Figure 1. Clock wires, drivers and flops (run 1).
Bar = 50 um.
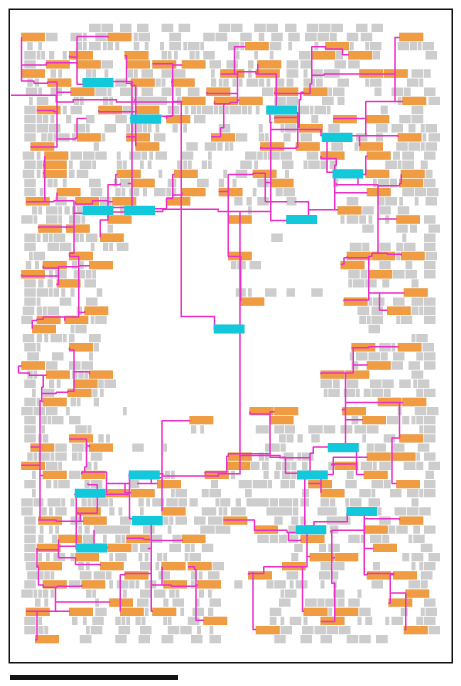
Figure 2. Pin map (run 1).
Pins as bars across the die edge, other pins in gray.
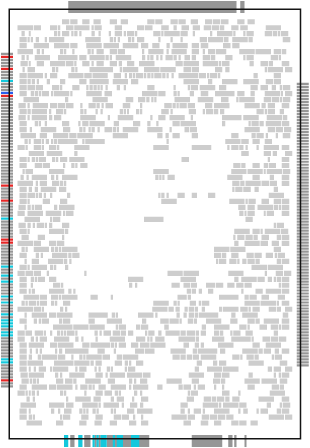
Figure 3. Cells colored by class (run 1).
Fill, decap, tap and diode cells in gray.
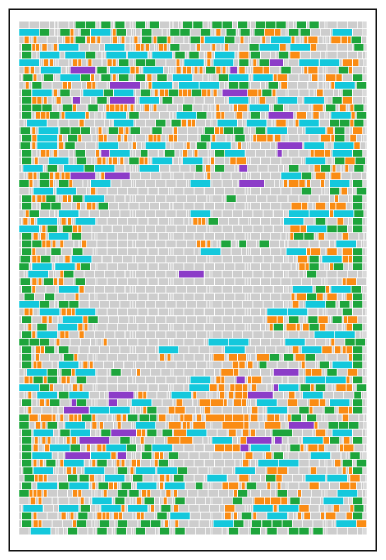
===== src/rtl/apb_pkg.sv =====
`default_nettype none
// +----------------------------------------------------------------------+
// | Module   : apb_pkg                                                   |
// | Purpose  : Types and constants for the APB initiator.                |
// |            apb_init_state_t : initiator FSM state encoding           |
// |            APB_TIMEOUT_DEFAULT : default ACCESS-phase timeout         |
// | Revision : 1.0 - initial release                                     |
// +----------------------------------------------------------------------+
package apb_pkg;
   typedef enum logic [1:0] {
      IDLE   = 2'd0,
      SETUP  = 2'd1,
      ACCESS = 2'd2,
      RESP   = 2'd3
   } apb_init_state_t;

   localparam int APB_TIMEOUT_DEFAULT = 255;
endpackage : apb_pkg
`default_nettype wire


===== src/rtl/config_pkg.sv =====
`default_nettype none
// +----------------------------------------------------------------------+
// | Module   : config_pkg                                                |
// | Purpose  : Core-wide configuration shared by uncore blocks.          |
// |            XLEN is the native data width (32 or 64).                 |
// | Revision : 1.0 - initial release                                     |
// +----------------------------------------------------------------------+
package config_pkg;
   localparam int XLEN = 64;
endpackage : config_pkg
`default_nettype wire


===== src/rtl/apb_initiator.sv =====
`default_nettype none
// +----------------------------------------------------------------------+
// | Module   : apb_initiator                                             |
// | Purpose  : APB4 requester. Turns one valid/ready command into an APB |
// |            SETUP/ACCESS transfer and returns the result on a         |
// |            valid/ready response channel. A bounded ACCESS phase      |
// |            keeps a hung peripheral from stalling the master.         |
// | Ports    : clk, reset             - clock, sync active-high reset    |
// |            ReqValid/ReqReady      - command handshake                |
// |            ReqWrite/Addr/WData/Strb - command payload                |
// |            RspValid/RspReady      - response handshake               |
// |            RspRData/RspErr        - read data / timeout flag         |
// |            PSEL..PSTRB            - APB request outputs              |
// |            PRDATA/PREADY          - APB completion inputs            |
// | Revision : 1.0 - initial release                                     |
// +----------------------------------------------------------------------+
module apb_initiator
   import apb_pkg::*;
#(
   parameter int XLEN       = config_pkg::XLEN,
   parameter int ADDR_WIDTH = 32,
   parameter int TIMEOUT    = APB_TIMEOUT_DEFAULT
) (
   input  logic                    clk,
   input  logic                    reset,
   input  logic                    ReqValid,
   output logic                    ReqReady,
   input  logic                    ReqWrite,
   input  logic [ADDR_WIDTH-1:0]   ReqAddr,
   input  logic [XLEN-1:0]         ReqWData,
   input  logic [XLEN/8-1:0]       ReqStrb,
   output logic                    RspValid,
   input  logic                    RspReady,
   output logic [XLEN-1:0]         RspRData,
   output logic                    RspErr,
   output logic                    PSEL,
   output logic                    PENABLE,
   output logic                    PWRITE,
   output logic [ADDR_WIDTH-1:0]   PADDR,
   output logic [XLEN-1:0]         PWDATA,
   output logic [XLEN/8-1:0]       PSTRB,
   input  logic [XLEN-1:0]         PRDATA,
   input  logic                    PREADY
);

   // A zero TIMEOUT still needs a legal one-bit counter; it is simply never compared.
   localparam int                 c_CNT_W    = (TIMEOUT > 0) ? $clog2(TIMEOUT + 1) : 1;
   localparam logic [c_CNT_W-1:0] c_CNT_LAST = c_CNT_W'((TIMEOUT > 0) ? TIMEOUT - 1 : 0);
   localparam logic [c_CNT_W-1:0] c_CNT_ONE  = c_CNT_W'(1);

   apb_init_state_t         r_state;
   apb_init_state_t         w_state_nxt;

   logic                    r_write;
   logic [ADDR_WIDTH-1:0]   r_addr;
   logic [XLEN-1:0]         r_wdata;
   logic [XLEN/8-1:0]       r_strb;
   logic [c_CNT_W-1:0]      r_cnt;
   logic [XLEN-1:0]         r_rdata;
   logic                    r_err;

   logic                    w_accept;
   logic                    w_timeout_hit;

   assign w_accept      = (r_state == IDLE) && ReqValid;
   // The counter equals the number of ACCESS cycles already spent, so the
   // last permitted cycle is the one where it reads TIMEOUT-1.
   assign w_timeout_hit = (TIMEOUT != 0) && (r_cnt == c_CNT_LAST);

   // ---------------------------------------------------------------- state
   always_ff @(posedge clk) begin
      if (reset) begin
         r_state <= IDLE;
      end else begin
         r_state <= w_state_nxt;
      end
   end

   // ----------------------------------------------------------- next state
   always_comb begin
      w_state_nxt = r_state;
      case (r_state)
         IDLE:    if (ReqValid) w_state_nxt = SETUP;
         SETUP:   w_state_nxt = ACCESS;
         ACCESS:  if (PREADY || w_timeout_hit) w_state_nxt = RESP;
         RESP:    if (RspReady) w_state_nxt = IDLE;
         default: w_state_nxt = IDLE;
      endcase
   end

   // -------------------------------------------------------------- outputs
   always_comb begin
      ReqReady = 1'b0;
      PSEL     = 1'b0;
      PENABLE  = 1'b0;
      RspValid = 1'b0;
      case (r_state)
         IDLE:    ReqReady = 1'b1;
         SETUP:   PSEL     = 1'b1;
         ACCESS:  begin
            PSEL    = 1'b1;
            PENABLE = 1'b1;
         end
         RESP:    RspValid = 1'b1;
         default: ReqReady = 1'b0;
      endcase
   end

   // ------------------------------------------ holding regs, counter, result
   always_ff @(posedge clk) begin
      if (reset) begin
         r_write <= 1'b0;
         r_addr  <= '0;
         r_wdata <= '0;
         r_strb  <= '0;
         r_cnt   <= '0;
         r_rdata <= '0;
         r_err   <= 1'b0;
      end else begin
         if (w_accept) begin
            r_write <= ReqWrite;
            r_addr  <= ReqAddr;
            r_wdata <= ReqWData;
            // Reads never carry strobes, so mask them once at capture.
            r_strb  <= ReqWrite ? ReqStrb : '0;
         end

         if (r_state == SETUP) begin
            r_cnt <= '0;
         end

         if (r_state == ACCESS) begin
            // PREADY wins over a coincident timeout.
            if (PREADY) begin
               r_rdata <= r_write ? '0 : PRDATA;
               r_err   <= 1'b0;
            end else if (w_timeout_hit) begin
               r_rdata <= '0;
               r_err   <= 1'b1;
            end else if (r_cnt != '1) begin
               r_cnt <= r_cnt + c_CNT_ONE;
            end
         end
      end
   end

   assign PWRITE   = r_write;
   assign PADDR    = r_addr;
   assign PWDATA   = r_wdata;
   assign PSTRB    = r_strb;
   assign RspRData = r_rdata;
   assign RspErr   = r_err;

endmodule : apb_initiator
`default_nettype wire


===== config.mk =====
export PLATFORM = sky130hd
export DESIGN_NAME = apb_initiator
export DESIGN_NICKNAME = d
export VERILOG_FILES = /design/src/rtl/apb_pkg.sv /design/src/rtl/config_pkg.sv /design/src/rtl/apb_initiator.sv
export SDC_FILE = /design/constraint.sdc
export NUM_CORES = 1
export LEC_CHECK = 0
export CORE_ASPECT_RATIO = 1.5
export CORE_MARGIN = 3
export CORE_UTILIZATION = 30
export CTS_CLUSTER_DIAMETER = 100
export DETAILED_ROUTE_END_ITERATION = 10
export PLACE_DENSITY = 0.63
export SYNTH_ARGS = -nofsm -noshare
export SYNTH_HDL_FRONTEND = slang
export SYNTH_SLANG_ARGS = --single-unit

===== constraint.sdc =====
create_clock -name clk -period 4.1 [get_ports clk]
set_clock_uncertainty 0.1 [all_clocks]
set_input_delay 0.41 -clock clk [delete_from_list [all_inputs] [get_ports clk]]
set_output_delay 0.41 -clock clk [all_outputs]
set_load 0.02 [all_outputs]

==> flow_summary.toml, run 1 <==
# implementation run metrics
[synth]
async_flop_share_pct = 0
synth_warnings = 0

[place]
place_hpwl_um = 15400
post-place-ws_ns = 1.67

[routing]
dr.first_iter.drc_count = 283
via_count = 6519
dr.pass1.iters = 4

[status]
status = "complete, no violations"

[global_route]
globalRouteMet2Util_pct = 28.8
grt_pass1_wl_um = 34900
overflow = 0
top_usage_layer = "met2"
grt_start_max_net_pins = 78
grtUsageTotal_pct = 16.9
use_met3_pct = 6.55

[final_timing]
drv_slew = 0
tightest_slew_ns = 0.773
setup_viol = 0

[run]
cap_violations = 0
warnings = 31

[pwr]
power_mw = 5.28

[clocking]
cts_sinks = 180
About Figure 1:
[cyan] clock-net drivers | count: 17
[magenta] clock wires | length: 2350 um
[orange] flip-flops | count: 180
routed clock nets	18
flops lie	widely spread
power share of the clock group: 31.1%
clk pwr: 1.64 mW
clk ins delay skew pair: 0.42 ns

About Figure 2:
color	port	pins	direction	edge
red	ReqStrb	8	input	left
blue	ReqWrite	1	input	left
cyan	ReqAddr	32	input	17 bottom, 15 left
all pins by edge	112 left, 95 right, 85 top, 56 bottom
DIE WIDTH: 132 um
Die Ht: 194 um
IO buf count: 347

About Figure 3:
color	class	cells
orange	remaining logic cells	574
cyan	registers	180
purple	clock drivers and dummy loads	32
green	remaining buffers and delay cells	355
Cell Rows: 68
Final Cell Area: 11300 um^2
fin util: 48.6%
flop share of the area: 32.0%
Core Footprint: 23100 um^2

[run 1: metal layers]
metal	up-vias	wire length, um
met4	0	458
met3	29	1880
met5	-	0
met2	251	10700
met1	2965	8880
li1	3274	-
[run 1: critical path, cell delays in order (launching register included)]
cell,delay [ns]
dfxtp_1,0.33
inv_1,0.12
ha_1,0.35
clkdlybuf4s50_1,0.70
[run 1: per-stage QoR]
step                      instance area, um^2  utilization, %
final                                   11300            48.6
after global routing                    11300            48.6
after CTS                               11300            48.6
after detailed placement                10700            46.1
after global placement                  10700            46.1
after floorplan                          7100               -
[run 1: cell usage after synthesis (2+ instances only)]
| library cell | n | area, um^2 |
|---|---|---|
| dlymetal6s2s_1 | 5 | 62.6 |
| buf_1 | 3 | 11.3 |
| nor2_1 | 3 | 11.3 |
| dfxtp_1 | 180 | 3600 |
| a211o_1 | 2 | 17.5 |
| nand2b_1 | 70 | 438 |
| ha_1 | 7 | 87.6 |
| a21oi_1 | 108 | 541 |
| nand2_1 | 268 | 1010 |
| clkbuf_1 | 30 | 113 |
| nor3_1 | 3 | 15.0 |
| mux2i_1 | 65 | 651 |
| and3_1 | 2 | 12.5 |
| and3_2 | 2 | 15.0 |
| nor3b_1 | 4 | 30.0 |
| mux2_2 | 2 | 22.5 |
| nand3_1 | 13 | 65.1 |
| buf_2 | 11 | 55.1 |
| a21o_1 | 2 | 15.0 |
| o21ai_0 | 3 | 15.0 |
| buf_12 | 7 | 140 |
| inv_1 | 5 | 18.8 |
[run 1: registers in the layout, summed over array words and instances, names as in the netlist]
register,count
PWRITE,1
RspErr,1
PADDR,32
r_cnt,8
RspRData,64
PWDATA,64
PSTRB,8
r_state,2
[run 1: power by group]
| group | internal [mW] | switching, mW |
|---|---|---|
| sequential | 1.95 | 0.103 |
| combinational | 0.714 | 0.874 |
| clock | 0.920 | 0.722 |
[run 1: worst paths after layout]
path                                               from                 endpoint  slack (ns)  cells past startpoint
worst min-delay path            PWDATA[17]$_SDFFE_PP0P_  PWDATA[17]$_SDFFE_PP0P_        0.35                      2
worst max register to register  r_state[0]$_SDFFE_PP0P_  PWDATA[52]$_SDFFE_PP0P_        1.81                      6
worst min register to register  PWDATA[17]$_SDFFE_PP0P_  PWDATA[17]$_SDFFE_PP0P_        0.35                      2
worst max-delay path            r_state[0]$_SDFFE_PP0P_                  PENABLE        1.66                      3
[run 1: cell type report]
class	count	area (um^2)
clock buffer	18	439
clock inverter	14	150
fill	2273	11900
inverter	5	18.8
multi-input combinational	569	3110
sequential	180	3600
tap	315	394
timing repair buffer	355	3540
[run 1: cell families (layout without fill, tap and decap cells)]
logic type      count (synthesis)  after routing  synth area share [%]
flops                         180            180                  50.8
compound gates                125            125                  9.41
mux                            67             67                  9.49
fa+ha+maj                       7              7                  1.23
simple gates                  370            370                  23.3
buf+inv                        62            392                  5.75
==> run 1 -> run 2 <==
- PLACE_DENSITY: 0.63 -> 0.66
- clock period: 4.1 -> 2 ns (I/O delays scaled with it)
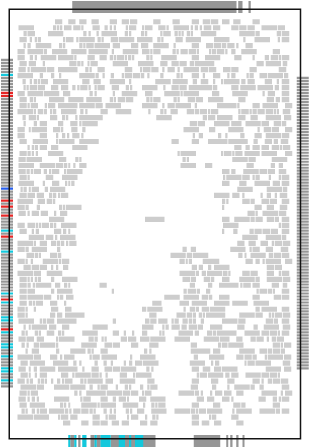
Figure 4: run 2, pin map.
Pins as bars across the die edge, other pins in gray.
color	port	pins	direction	edge
red	ReqStrb	8	input	left
cyan	ReqAddr	32	input	18 bottom, 14 left
blue	ReqWrite	1	input	left
all pins by edge	110 left, 98 right, 84 top, 56 bottom

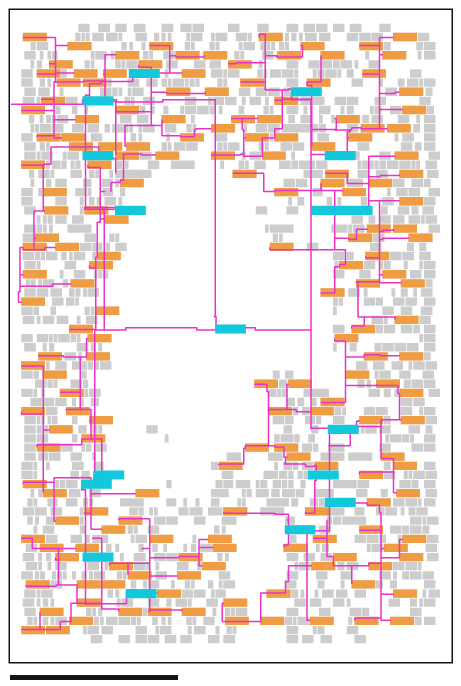
Figure 5: run 2, clock wires, drivers and flops.
Bar = 50 um.
[cyan] clock-net drivers | count: 17
[magenta] clock wires | length: 2510 um
[orange] flip-flops | count: 180
routed clock nets	18
flops lie	widely spread
clk ins delay skew pair: 0.43 ns
clk pwr: 3.44 mW

==> run 2 against run 1 <==
Compared with the run above:
- first-iteration DRC count is 6.7% lower
- cell count up 0.89%
- sequential power is 100% higher
- count of clock-buffer cells in the layout up 3
- worst setup slack got worse by 1.5 ns
- sequential share of layout area shrank 0.55 points
- critical path type unchanged
- largest cell class is now non-clock buffers
==> flow_summary.toml, run 2 <==
# implementation run metrics
[synth]
top_area_cell = "dfxtp_1"
synth_warnings = 0
yosysMostFrequentCell = "nand2_1"
async_flop_share_pct = 0
yosys-top-cells-count = "nand2_1, dfxtp_1, a21oi_1, nand2b_1, mux2i_1"

[final_timing]
setup_viol = 0
drv_slew = 0
tightest_slew_ns = 0.780

[floorplanning]
die_x_um = 132
core-area_um2 = 23100
fp.dieH_um = 194
rows = 68

[finish]
fillCellCount = 2271
regArea_um2 = 3600
combGateArea_um2 = 3110
final_cell_area_um2 = 11500

[critical_path]
crit_path_top_delay_cell = "dlygate4sd2_1"
path_cells = "inv_1, ha_2, dlygate4sd2_1"
critPathMaxStageDelay_ns = 0.39
worst-r2r-setup-slack_ns = 0.18
cp-startpoint = "r_state[0]$_SDFFE_PP0P_"

[pwr]
power_mw = 11.1

[worst_hold_path]
hp-start = "ReqAddr[0]"

[global_route]
overflow = 0
grt_pass1_wl_um = 34000

[routing]
dr.first_iter.drc_count = 264

[place]
postPlaceCellArea_um2 = 10900

[status]
status = "complete, no violations"

[run]
warnings = 33

[clocking]
cts_sinks = 180
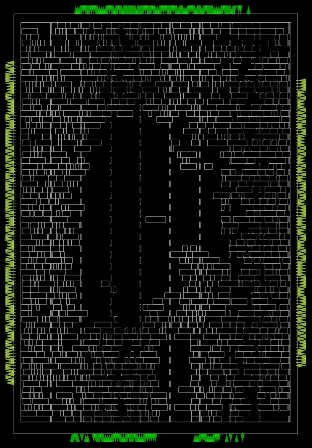
Figure 6: run 2, placement view.
flop count: 180
flop share of the area: 31.5%
fin util: 49.5%
Tap Count: 315

## run 2: cell counts after synthesis
Identical to the previous run, type by type.
## run 2: what timing repair did
action	4_1_cts	5_1_grt
hold buffers	1	0
hold endpoints to repair	2	0
setup endpoints to repair	4	4
resized	4	3
## run 2: logic make-up (layout without fill, tap and decap cells)
family	Yosys count	count (layout)	synth area share, %
flip-flops	180	180	50.8
buffers and inverters	62	404	5.75
other	0	1	0
AND-OR/OR-AND	125	125	9.41
adder cells (fa/ha/maj)	7	7	1.23
multiplexers	67	67	9.49
AND/OR/NAND/NOR	370	370	23.3
## run 2: path summary, 6_finish.rpt
kind | to | cells past startpoint
setup / recovery | PENABLE | 3
hold / removal | PADDR[0]$_SDFFE_PP0P_ | 3
setup reg to reg | r_cnt[7]$_SDFF_PP0_ | 6
hold reg to reg | PSTRB[6]$_SDFFE_PP0P_ | 2
## run 2: cell type report
class                           instances  share of cell area, %
Clock inverter                         11                   1.09
Multi-Input combinational cell        569                   27.2
Clock buffer                           21                   4.11
Timing Repair Buffer                  367                   32.5
Tap cell                              315                   3.44
Inverter                                5                  0.164
Antenna cell                            1                 0.0219
Sequential cell                       180                   31.5
## run 2: report_power, final
group | switching (mW) | internal [mW]
clock | 1.49 | 1.95
combinational | 1.82 | 1.61
sequential | 0.206 | 3.99
total | 3.52 | 7.54
## run 2: per-stage QoR
| step | setup slack, ns | instances | hold slack (ns) | utilization (%) |
|---|---|---|---|---|
| 2_1_floorplan | 0.221 | 811 | 0.201 | - |
| 3_3_place_gp | 0.131 | 1435 | 0.338 | 46.9 |
| 3_5_place_dp | 0.117 | 1435 | 0.346 | 46.9 |
| 4_1_cts | 0.0170 | 1468 | 0.178 | 49.5 |
| 5_1_grt | 0.00119 | 1469 | 0.188 | 49.5 |
| 6_report | 0.120 | 1469 | 0.208 | 49.5 |
## run 2: layer usage
| metal | up-vias | GRT usage, % | share of wire, % |
|---|---|---|---|
| li1 | 3296 | - | - |
| met1 | 2977 | 17.9 | 40 |
| met2 | 251 | 28.3 | 48 |
| met3 | 39 | 5.88 | 8.3 |
| met4 | 0 | 8.45 | 3.5 |
| met5 | - | 0 | 0 |
## run 2: critical path: cells and delay by family (launching register included)
| kind | cells | cell delay [ns] |
|---|---|---|
| fa+ha+maj | 1 | 0.30 |
| buf+inv | 2 | 0.52 |
| flops | 1 | 0.33 |
Power figures rest on the tool's default switching activity, not on a simulated workload.
